Design mem_write_encoder, sky130hd; sources not shown.
met1.png
Bar = 50 um. Supply wires on this layer in grey.
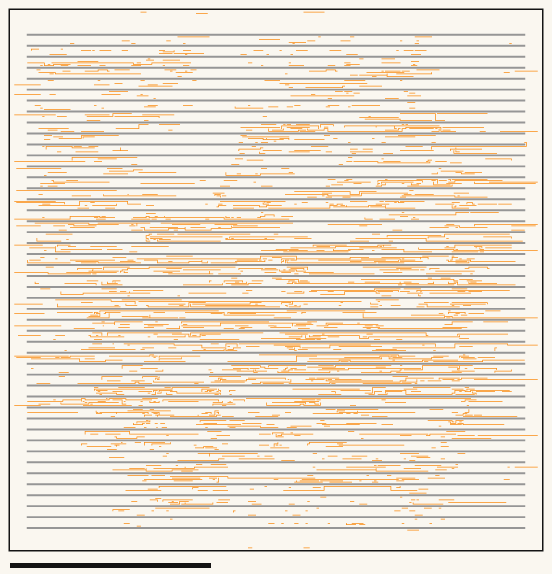
share of all routed wire = 44%
main direction = horizontal
nets with wire on the layer = 636
total number of vias: 4122
Final Routed Wirelength: 15510 um
global routing usage on met1: 0.2292

met2.png
Bar = 50 um.
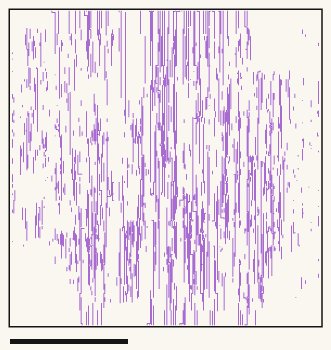
longest straight run = 47.3 um
main direction = vertical
share of all routed wire = 48%
wire length on this layer = 7410 um
GR Util met2: 0.2908

met3.png
Cells faint in the background.
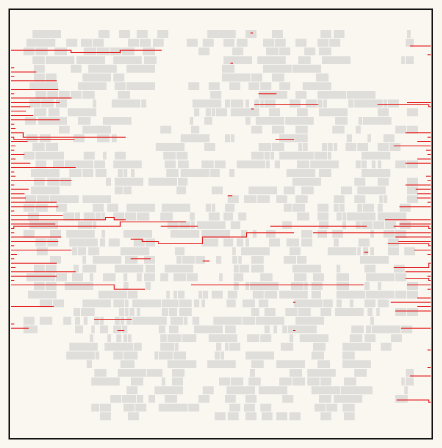
nets with wire on the layer = 109
wire length on this layer = 1110 um
share of all routed wire = 7.2%
main direction = horizontal
longest straight run = 53.8 um
met3 Use GR: 0.05289

final_congestion.png
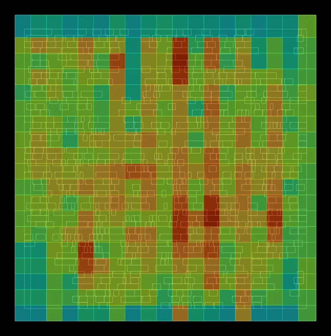
WL/cell: 18.96 um
total routing usage reported by global routing: 0.1786
fin util: 0.4980
busiest metal layer after global routing: met2

==> results_tabular.tex <==
% Yosys + OpenROAD metrics
\begin{tabular}{lr}
\hline
Metric & Value \\
\hline
\multicolumn{2}{l}{\textbf{Worst setup path}} \\
Largest delay share family, worst path & buffers and inverters \\
Delay of the slowest cell on the worst path & 450 ps \\
Worst-path cell with the longest stage delay & sky130\_fd\_sc\_hd\_\_clkbuf\_1 \\
\multicolumn{2}{l}{\textbf{Logic synthesis}} \\
Comb area leader & multiplexers \\
Part of the Yosys area used for sequential elements & 0.4929 \\
Synth Area per Inst & 11.92 sq um \\
\multicolumn{2}{l}{\textbf{Floorplan}} \\
Area of the core & 15150 sq um \\
Effective utilization at floorplan & 0.3486 \\
X dimension of the die & 132 um \\
\multicolumn{2}{l}{\textbf{Outcome}} \\
Outcome & finished, final reports clean \\
\multicolumn{2}{l}{\textbf{Clock network}} \\
CTS hold repair buffers & 0 \\
Number of clock buffers inserted by TritonCTS & 9 \\
CTS Sinks & 104 \\
\multicolumn{2}{l}{\textbf{Layout}} \\
Final layout net count & 733 \\
Top cells excl fill/tap & 165 x sky130\_fd\_sc\_hd\_\_clkdlybuf4s50\_1, 104 x sky130\_fd\_sc\_hd\_\_dfrtp\_1, 91 x sky130\_fd\_sc\_hd\_\_mux2\_2 \\
Multi-input comb cells & 293 \\
Seq Cell Count & 104 \\
\multicolumn{2}{l}{\textbf{Power}} \\
Portion of total power attributed to the clock network & 0.123 \\
\multicolumn{2}{l}{\textbf{Timing}} \\
Max transition margin & 0.5959 \\
\multicolumn{2}{l}{\textbf{Global route}} \\
Number of global-route vias before repair & 4454 \\
Grt ovf & 0 \\
\multicolumn{2}{l}{\textbf{Route}} \\
Antenna-violating nets left & 0 \\
\hline
\end{tabular}
stage by stage:
stage / util / cell area (sq um) / setup slack [ps] / hold WS, ps
after CTS: 0.4972 / 7531 / 77.26 / 239.7
after global routing: 0.4980 / 7542 / 17.71 / 244.4
after detailed placement: 0.4772 / 7227 / 101.8 / 472.3
final: 0.4980 / 7542 / 207.5 / 242.8
after global placement: 0.4753 / 7198 / -2253 / 461.7
after floorplan: - / 5291 / 347.5 / 456.7
routing by layer:
layer  wire length, um  vias to the layer above
li1                  -                     1943
met1              6795                     2043
met2              7406                      124
met3              1113                       12
met4               194                        0
met5                 0                        -
worst register-to-register path: cells and delay by family, from the launching register on:
kind                       cells  cell delay [ps]
AOI/OAI and AO/OA              3              610
adders and majority gates      2              440
buffers and inverters          7             1650
DFF                            1              420
muxes                          1              390
Power is estimated from default activity; no workload was simulated.
